$ cat src/rtl/pwm_deadtime_ip.sv
// Dead-time insertion stage: turns a single-ended PWM into a complementary
// high-side/low-side gate-drive pair, with fault shutdown and Avalon-MM registers.
module pwm_deadtime_ip #(
    parameter int unsigned DT_W = 16
) (
    input  logic        csi_clk,
    input  logic        csi_reset_n,
    input  logic        avs_chipselect,
    input  logic [1:0]  avs_address,
    input  logic        avs_write,
    input  logic [31:0] avs_writedata,
    input  logic        avs_read,
    output logic [31:0] avs_readdata,
    input  logic        coe_pwm_in,
    input  logic        coe_fault_n,
    output logic        coe_hi_out,
    output logic        coe_lo_out
);

    typedef enum logic [2:0] {
        IDLE,
        DT_TO_HI,
        HI_ON,
        DT_TO_LO,
        LO_ON,
        FAULT
    } state_t;

    localparam logic [DT_W-1:0] DT_ONE = DT_W'(1);

    state_t          state_q, state_d;
    logic [DT_W-1:0] cnt_q, cnt_d;
    logic [2:0]      pwm_sync_q;
    logic [1:0]      fault_sync_q;

    logic            en_q, hi_inv_q, lo_inv_q;
    logic [DT_W-1:0] dt_rise_q, dt_fall_q;
    logic            fault_q, fault_d;
    logic            short_q, short_d;
    logic            hi_out_q, lo_out_q;
    logic [31:0]     rdata_q, rdata_d;

    logic            pwm_s, pwm_rise, pwm_fall, fault_s;
    logic            wr_en, rd_en, short_set;
    logic [DT_W-1:0] rise_ld, fall_ld;
    logic            unused_wdata;

    assign pwm_s    = pwm_sync_q[1];
    assign pwm_rise = pwm_sync_q[1] & ~pwm_sync_q[2];
    assign pwm_fall = ~pwm_sync_q[1] & pwm_sync_q[2];
    assign fault_s  = fault_sync_q[1];

    assign wr_en = avs_chipselect & avs_write;
    assign rd_en = avs_chipselect & avs_read;

    // A programmed dead time of zero still yields a one-cycle gap.
    assign rise_ld = (dt_rise_q == '0) ? DT_ONE : dt_rise_q;
    assign fall_ld = (dt_fall_q == '0) ? DT_ONE : dt_fall_q;

    assign unused_wdata = ^avs_writedata;

    // Priority: fault, then enable, then edge/counter.
    always_comb begin
        state_d   = state_q;
        cnt_d     = cnt_q;
        short_set = 1'b0;
        if (!fault_s) begin
            state_d = FAULT;
        end else if (state_q == FAULT) begin
            if (!fault_q) state_d = IDLE;
        end else if (!en_q) begin
            state_d = IDLE;
        end else begin
            case (state_q)
                IDLE: begin
                    if (pwm_s) begin
                        state_d = DT_TO_HI;
                        cnt_d   = rise_ld;
                    end else begin
                        state_d = DT_TO_LO;
                        cnt_d   = fall_ld;
                    end
                end
                DT_TO_HI: begin
                    if (pwm_fall) begin
                        short_set = 1'b1;
                        state_d   = DT_TO_LO;
                        cnt_d     = fall_ld;
                    end else if (cnt_q == DT_ONE) begin
                        state_d = HI_ON;
                    end else begin
                        cnt_d = cnt_q - DT_ONE;
                    end
                end
                HI_ON: begin
                    if (pwm_fall) begin
                        state_d = DT_TO_LO;
                        cnt_d   = fall_ld;
                    end
                end
                DT_TO_LO: begin
                    if (pwm_rise) begin
                        short_set = 1'b1;
                        state_d   = DT_TO_HI;
                        cnt_d     = rise_ld;
                    end else if (cnt_q == DT_ONE) begin
                        state_d = LO_ON;
                    end else begin
                        cnt_d = cnt_q - DT_ONE;
                    end
                end
                LO_ON: begin
                    if (pwm_rise) begin
                        state_d = DT_TO_HI;
                        cnt_d   = rise_ld;
                    end
                end
                default: state_d = IDLE;
            endcase
        end
    end

    // Set events win over a simultaneous write-1-to-clear.
    always_comb begin
        fault_d = ~fault_s | (fault_q & ~(wr_en && avs_address == 2'd3 && avs_writedata[0]));
        short_d = short_set | (short_q & ~(wr_en && avs_address == 2'd3 && avs_writedata[3]));
    end

    always_comb begin
        rdata_d = rdata_q;
        if (rd_en) begin
            case (avs_address)
                2'd0:    rdata_d = {29'd0, lo_inv_q, hi_inv_q, en_q};
                2'd1:    rdata_d = 32'(dt_rise_q);
                2'd2:    rdata_d = 32'(dt_fall_q);
                default: rdata_d = {28'd0, short_q, state_q == LO_ON, state_q == HI_ON, fault_q};
            endcase
        end
    end

    always_ff @(posedge csi_clk or negedge csi_reset_n) begin
        if (!csi_reset_n) begin
            pwm_sync_q   <= '0;
            fault_sync_q <= '1;
            state_q      <= IDLE;
            cnt_q        <= '0;
            en_q         <= 1'b0;
            hi_inv_q     <= 1'b0;
            lo_inv_q     <= 1'b0;
            dt_rise_q    <= '0;
            dt_fall_q    <= '0;
            fault_q      <= 1'b0;
            short_q      <= 1'b0;
            hi_out_q     <= 1'b0;
            lo_out_q     <= 1'b0;
            rdata_q      <= '0;
        end else begin
            pwm_sync_q   <= {pwm_sync_q[1:0], coe_pwm_in};
            fault_sync_q <= {fault_sync_q[0], coe_fault_n};
            state_q      <= state_d;
            cnt_q        <= cnt_d;
            fault_q      <= fault_d;
            short_q      <= short_d;
            // Outputs follow the next state so they change on the same edge as the FSM.
            hi_out_q     <= (state_d == HI_ON) ^ hi_inv_q;
            lo_out_q     <= (state_d == LO_ON) ^ lo_inv_q;
            rdata_q      <= rdata_d;
            if (wr_en) begin
                case (avs_address)
                    2'd0: begin
                        en_q     <= avs_writedata[0];
                        hi_inv_q <= avs_writedata[1];
                        lo_inv_q <= avs_writedata[2];
                    end
                    2'd1:    dt_rise_q <= avs_writedata[DT_W-1:0];
                    2'd2:    dt_fall_q <= avs_writedata[DT_W-1:0];
                    default: ;
                endcase
            end
        end
    end

    assign coe_hi_out   = hi_out_q;
    assign coe_lo_out   = lo_out_q;
    assign avs_readdata = rdata_q;

endmodule
$ cat config.mk
export PLATFORM = sky130hd
export DESIGN_NAME = pwm_deadtime_ip
export DESIGN_NICKNAME = d
export VERILOG_FILES = /design/src/rtl/pwm_deadtime_ip.sv
export SDC_FILE = /design/constraint.sdc
export NUM_CORES = 1
export LEC_CHECK = 0
export CELL_PAD_IN_SITES_DETAIL_PLACEMENT = 1
export CELL_PAD_IN_SITES_GLOBAL_PLACEMENT = 1
export CORE_UTILIZATION = 40
export CTS_BUF_LIST = sky130_fd_sc_hd__clkbuf_8 sky130_fd_sc_hd__clkbuf_16
export DETAILED_ROUTE_END_ITERATION = 7
export GPL_TIMING_DRIVEN = 0
export PLACE_DENSITY = 0.85
export RECOVER_POWER = 50
export SYNTH_ARGS = -nofsm -noshare
export SYNTH_HDL_FRONTEND = slang
export SYNTH_SLANG_ARGS = --single-unit
$ cat constraint.sdc
create_clock -name csi_clk -period 2.3 [get_ports csi_clk]
set_clock_uncertainty 0.1 [all_clocks]
set_input_delay 0.23 -clock csi_clk [delete_from_list [all_inputs] [get_ports csi_clk]]
set_output_delay 0.23 -clock csi_clk [all_outputs]
set_load 0.03 [all_outputs]
==> run summary <==
Status: finished clean
Clock sinks: 79
Clock Tree Root: clkbuf_8
First-pass GRT wire length: 20.2 mm
H-tree depth: 3
Pre-CTS setup slack: 130 ps
Area leader, netlist: dfrtp_1
Ports: 75
Yosys stat area: 0.00421 mm2
Fin util: 49.6%
CP Data Arrival Time: 2370 ps
DRT iter0 DRCs: 245
DR top layer: met4
Fraction of layout cells with a size suffix above 1: 26.5%
Antenna Nets Post-Route: 0
Number of cells in Yosys stat: 387
GR Util met2: 40.1%
Met3 GRT Util: 4.62%
IO Port Bufs: 40
Hold Vio Cnt, Final: 0
Worst-Margin Slew: 1020 ps
Main flop type: dfrtp_1
Area share of fa/ha/maj cells after synthesis: 0.833%
Area Overhead vs Synth: 21.2%
Seq/Total Area, Yosys: 47.0%
Synthesized area: 0.00421 mm2
Via count: 3,418
Post-synth area hogs: dfrtp_1, mux2_2, o21ai_0
Highest fanout seen on the critical path: 4
Post-layout period usage: 96.8%
Hold_ws: 176 ps
RSZ-0062 raised after global routing: false
Worst path required time: 2450 ps
Final tally of setup violations: 0
Residual DRC count: 0
Drt first pass iters: 5
Met2 wire len: 6.13 mm
Initial antenna violation count: 0
Total grt overflow: 0
Total Wirelength: 12.2 mm
Fin nets: 498
Number of enable flip-flop cells: 0
Setup ws final: 73.5 ps
Pre-Place Util: 40.9%
Total track usage: 23.9%
Chip Area: 0.0109 mm2
Worst relative slew slack: 32.1%
Met1 usage: 29.7%
Met3 routed WL: 465 um
Pwr Total: 5170 uW
Critical path capture point type: flop
Distinct lib cells: 66
Post-DP HPWL: 8.56 mm
Most instantiated library cell after synthesis: dfrtp_1
YS warnings: 0
CTS tree: yes
Final Max Slew Viols: 0
Synth Area in Simple Gates: 15.2%
Power Dens Cells: 1010 mW/mm2
Xor+xnor area frac: 0.595%
Ant diodes: 0
OpenROAD warning count: 43
Max-cap viol count: 0
Top Usage Layer GRT: met2
Dominant comb cell: AND-OR/OR-AND gates
Clk buf depth: 2
Mux cell area share: 12.0%
Setup CP Type: reg2reg
Layout filler cell count: 1,151
Top-area cell share: 45.8%
Vias per std cell: 5.73
Critical Path Source Type: flop
Most instantiated cells after synthesis: dfrtp_1, mux2_2, o21ai_0, nand2_1, buf_4
Post-synth ARST share: 100%
FF+latch count, synth: 79
Cells after Synth: 387
Hold Crit Start: avs_address[0]
Reg2reg start: cnt_q[1]
DRT met1 WL: 5.21 mm
Largest net degree at the start of global routing: 64
Beginning of the critical path: cnt_q[1]
Clock-pin slew of the registers on the worst-case setup and hold paths: 100 ps
Static Leak: 0.00212 uW
Max Freq: 449 MHz
Post-Syn Area per Cell: 10.9 um2
Ao+oa area frac: 17.8%
RePlAce Congestion: 0.826
Fin crit period: 2230 ps
Hold Path Class: in2reg
Vias in the first global route: 3,735
Routed wire length per instance: 20.5 um
TritonCTS buffer count: 9
-- critical path, cell delays in order, from the launching register on --
cell and delay (ps):
dfrtp_1 420, inv_1 90, ha_2 210, or4b_4 510, or2_4 290, nor2b_2 140, a21oi_1 90, o21ai_1 150
o21ai_1 90
-- metrics by stage --
| stage | cells | cell area, um2 | setup TNS, ps |
|---|---|---|---|
| 4_1_cts | 596 | 5090 | 0 |
| 5_1_grt | 596 | 5100 | 0 |
| 3_5_place_dp | 579 | 4860 | 0 |
| 2_1_floorplan | 402 | 4260 | 0 |
| 6_report | 596 | 5100 | 0 |
| 3_3_place_gp | 578 | 4830 | -140260 |
-- cells in the final DEF, fill, tap and decap left out, types with 3 or more instances in the layout --
| cell type | n |
|---|---|
| dfrtp_1 | 77 |
| mux2_2 | 39 |
| clkdlybuf4s50_1 | 36 |
| o21ai_0 | 35 |
| nand2_1 | 29 |
| buf_4 | 20 |
| nor2_1 | 18 |
| conb_1 | 16 |
| a22oi_1 | 14 |
| o21ai_1 | 11 |
| a21oi_1 | 11 |
| clkbuf_8 | 10 |
| clkbuf_1 | 9 |
| nor4_1 | 8 |
| buf_2 | 8 |
| nor3_1 | 8 |
| a221oi_1 | 8 |
| inv_1 | 5 |
| nor2b_1 | 4 |
| nor2_2 | 4 |
| a22o_1 | 4 |
| dlygate4sd3_1 | 4 |
| nand2b_4 | 3 |
| and2_1 | 3 |
| o21bai_1 | 3 |
| o2bb2ai_1 | 3 |
| nor3b_1 | 3 |
| a222oi_1 | 3 |
| a31oi_1 | 3 |
| mux4_2 | 3 |
| clkinvlp_4 | 3 |
-- final cells by class --
type,instances,area [um2],area share (%)
clock inverter,6,86.3,1.69
tap,136,170,3.34
inverter,4,15.0,0.294
timing repair buffer,42,432,8.47
clock buffer,10,138,2.70
sequential,79,1980,38.8
multi-input combinational,279,2030,39.7
buffer,40,253,4.96
-- cell families after synthesis --
logic type / Yosys count
AND-OR/OR-AND: 110
XOR/XNOR: 2
adder cells (fa/ha/maj): 3
buffers and inverters: 44
flip-flops: 79
multiplexers: 42
other: 1
AND/OR/NAND/NOR: 106
-- report_power, final --
group / internal, uW / switching [uW] / total [uW]
logic: 805 / 1020 / 1820
clock network: 637 / 559 / 1200
registers: 1730 / 417 / 2150
total: 3170 / 1990 / 5170
-- path summary, 6_finish.rpt --
check | end | slack (ps) | cells after the start
max in group asynchronous | dt_rise_q[9] | 810 | 3
worst max-delay path | cnt_q[8] | 70 | 8
worst min-delay path | fault_q | 180 | 4
worst min register to register | fault_sync_q[1] | 260 | 0
min in group asynchronous | avs_readdata[0] | 460 | 2
worst max register to register | cnt_q[8] | 70 | 8
-- registers in the layout, summed over array words and instances, names as in the netlist --
name / cells
short_q: 1
avs_readdata: 16
coe_lo_out: 1
coe_hi_out: 1
dt_rise_q: 16
en_q: 1
fault_sync_q: 2
pwm_sync_q: 3
state_q: 3
cnt_q: 16
dt_fall_q: 16
fault_q: 1
hi_inv_q: 1
lo_inv_q: 1
-- what timing repair did --
item                                   4_1_cts  5_1_grt
buffers inserted                             0        0
resized                                      0        3
endpoints found under the hold margin       79        0
setup endpoints to repair                    0        2
hold buffers                                 1        0
PDN straps and rails:
Pins as bars on the die edge.
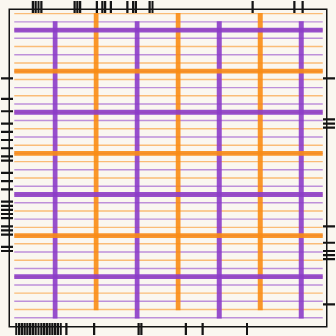
- VSS: purple
- VDD: orange
- met5 straps: 7
- met1 rails: 38
- signal pins: 75
- rows: 37
- met4 straps: 7
VDD IR max: 0.511 mV
chip width: 105 um
Core Footprint: 0.0103 mm2
Die Ht: 105 um

Cells colored by class:
The bar under the picture is 20 um long.
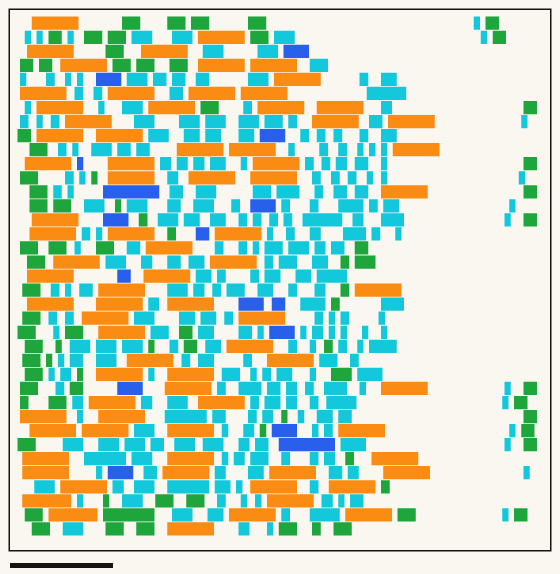
- other buffers and delay cells: green (cells 82; share of their area 14%)
- all other logic: cyan (cells 283; share of their area 41%)
- flip-flops: orange (cells 79; share of their area 40%)
- clock drivers and dummy loads: blue (cells 16; share of their area 4.5%)
# rows: 37
final instance area: 0.00510 mm2
sequential share of cell area: 38.8%

Clock wires, drivers and flops:
The bar under the picture is 20 um long.
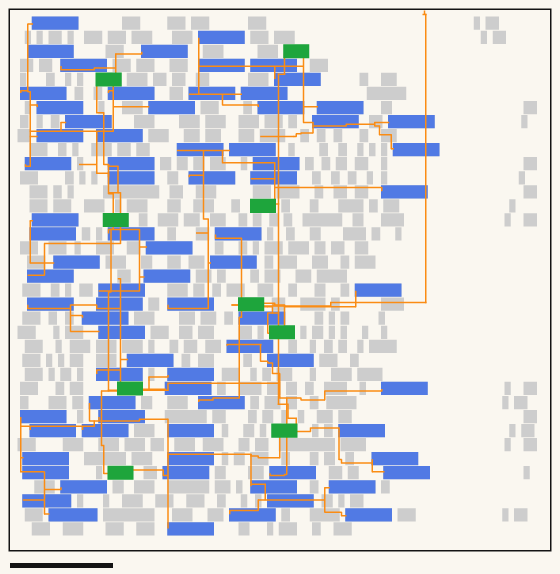
- flip-flops: blue (count 79)
- clock wires: orange (length 1,140 um)
- cells driving clock nets: green (count 9)
- routed clock nets: 10
Late-Pin Clk Latency: 370 ps
clock share of power: 23.1%

Wiring by layer:
Only two layers are drawn.
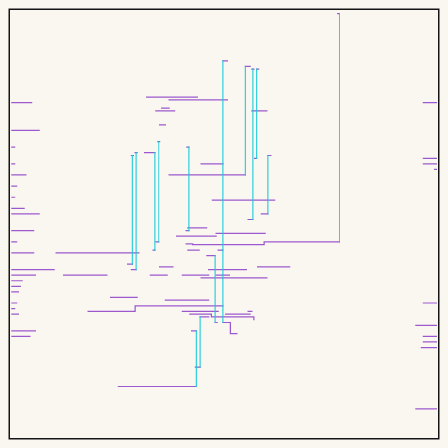
- met3: purple (wire length 465 um)
- met4: cyan (wire length 385 um)

No activity file was given, so power comes from the tool's default toggle rates.
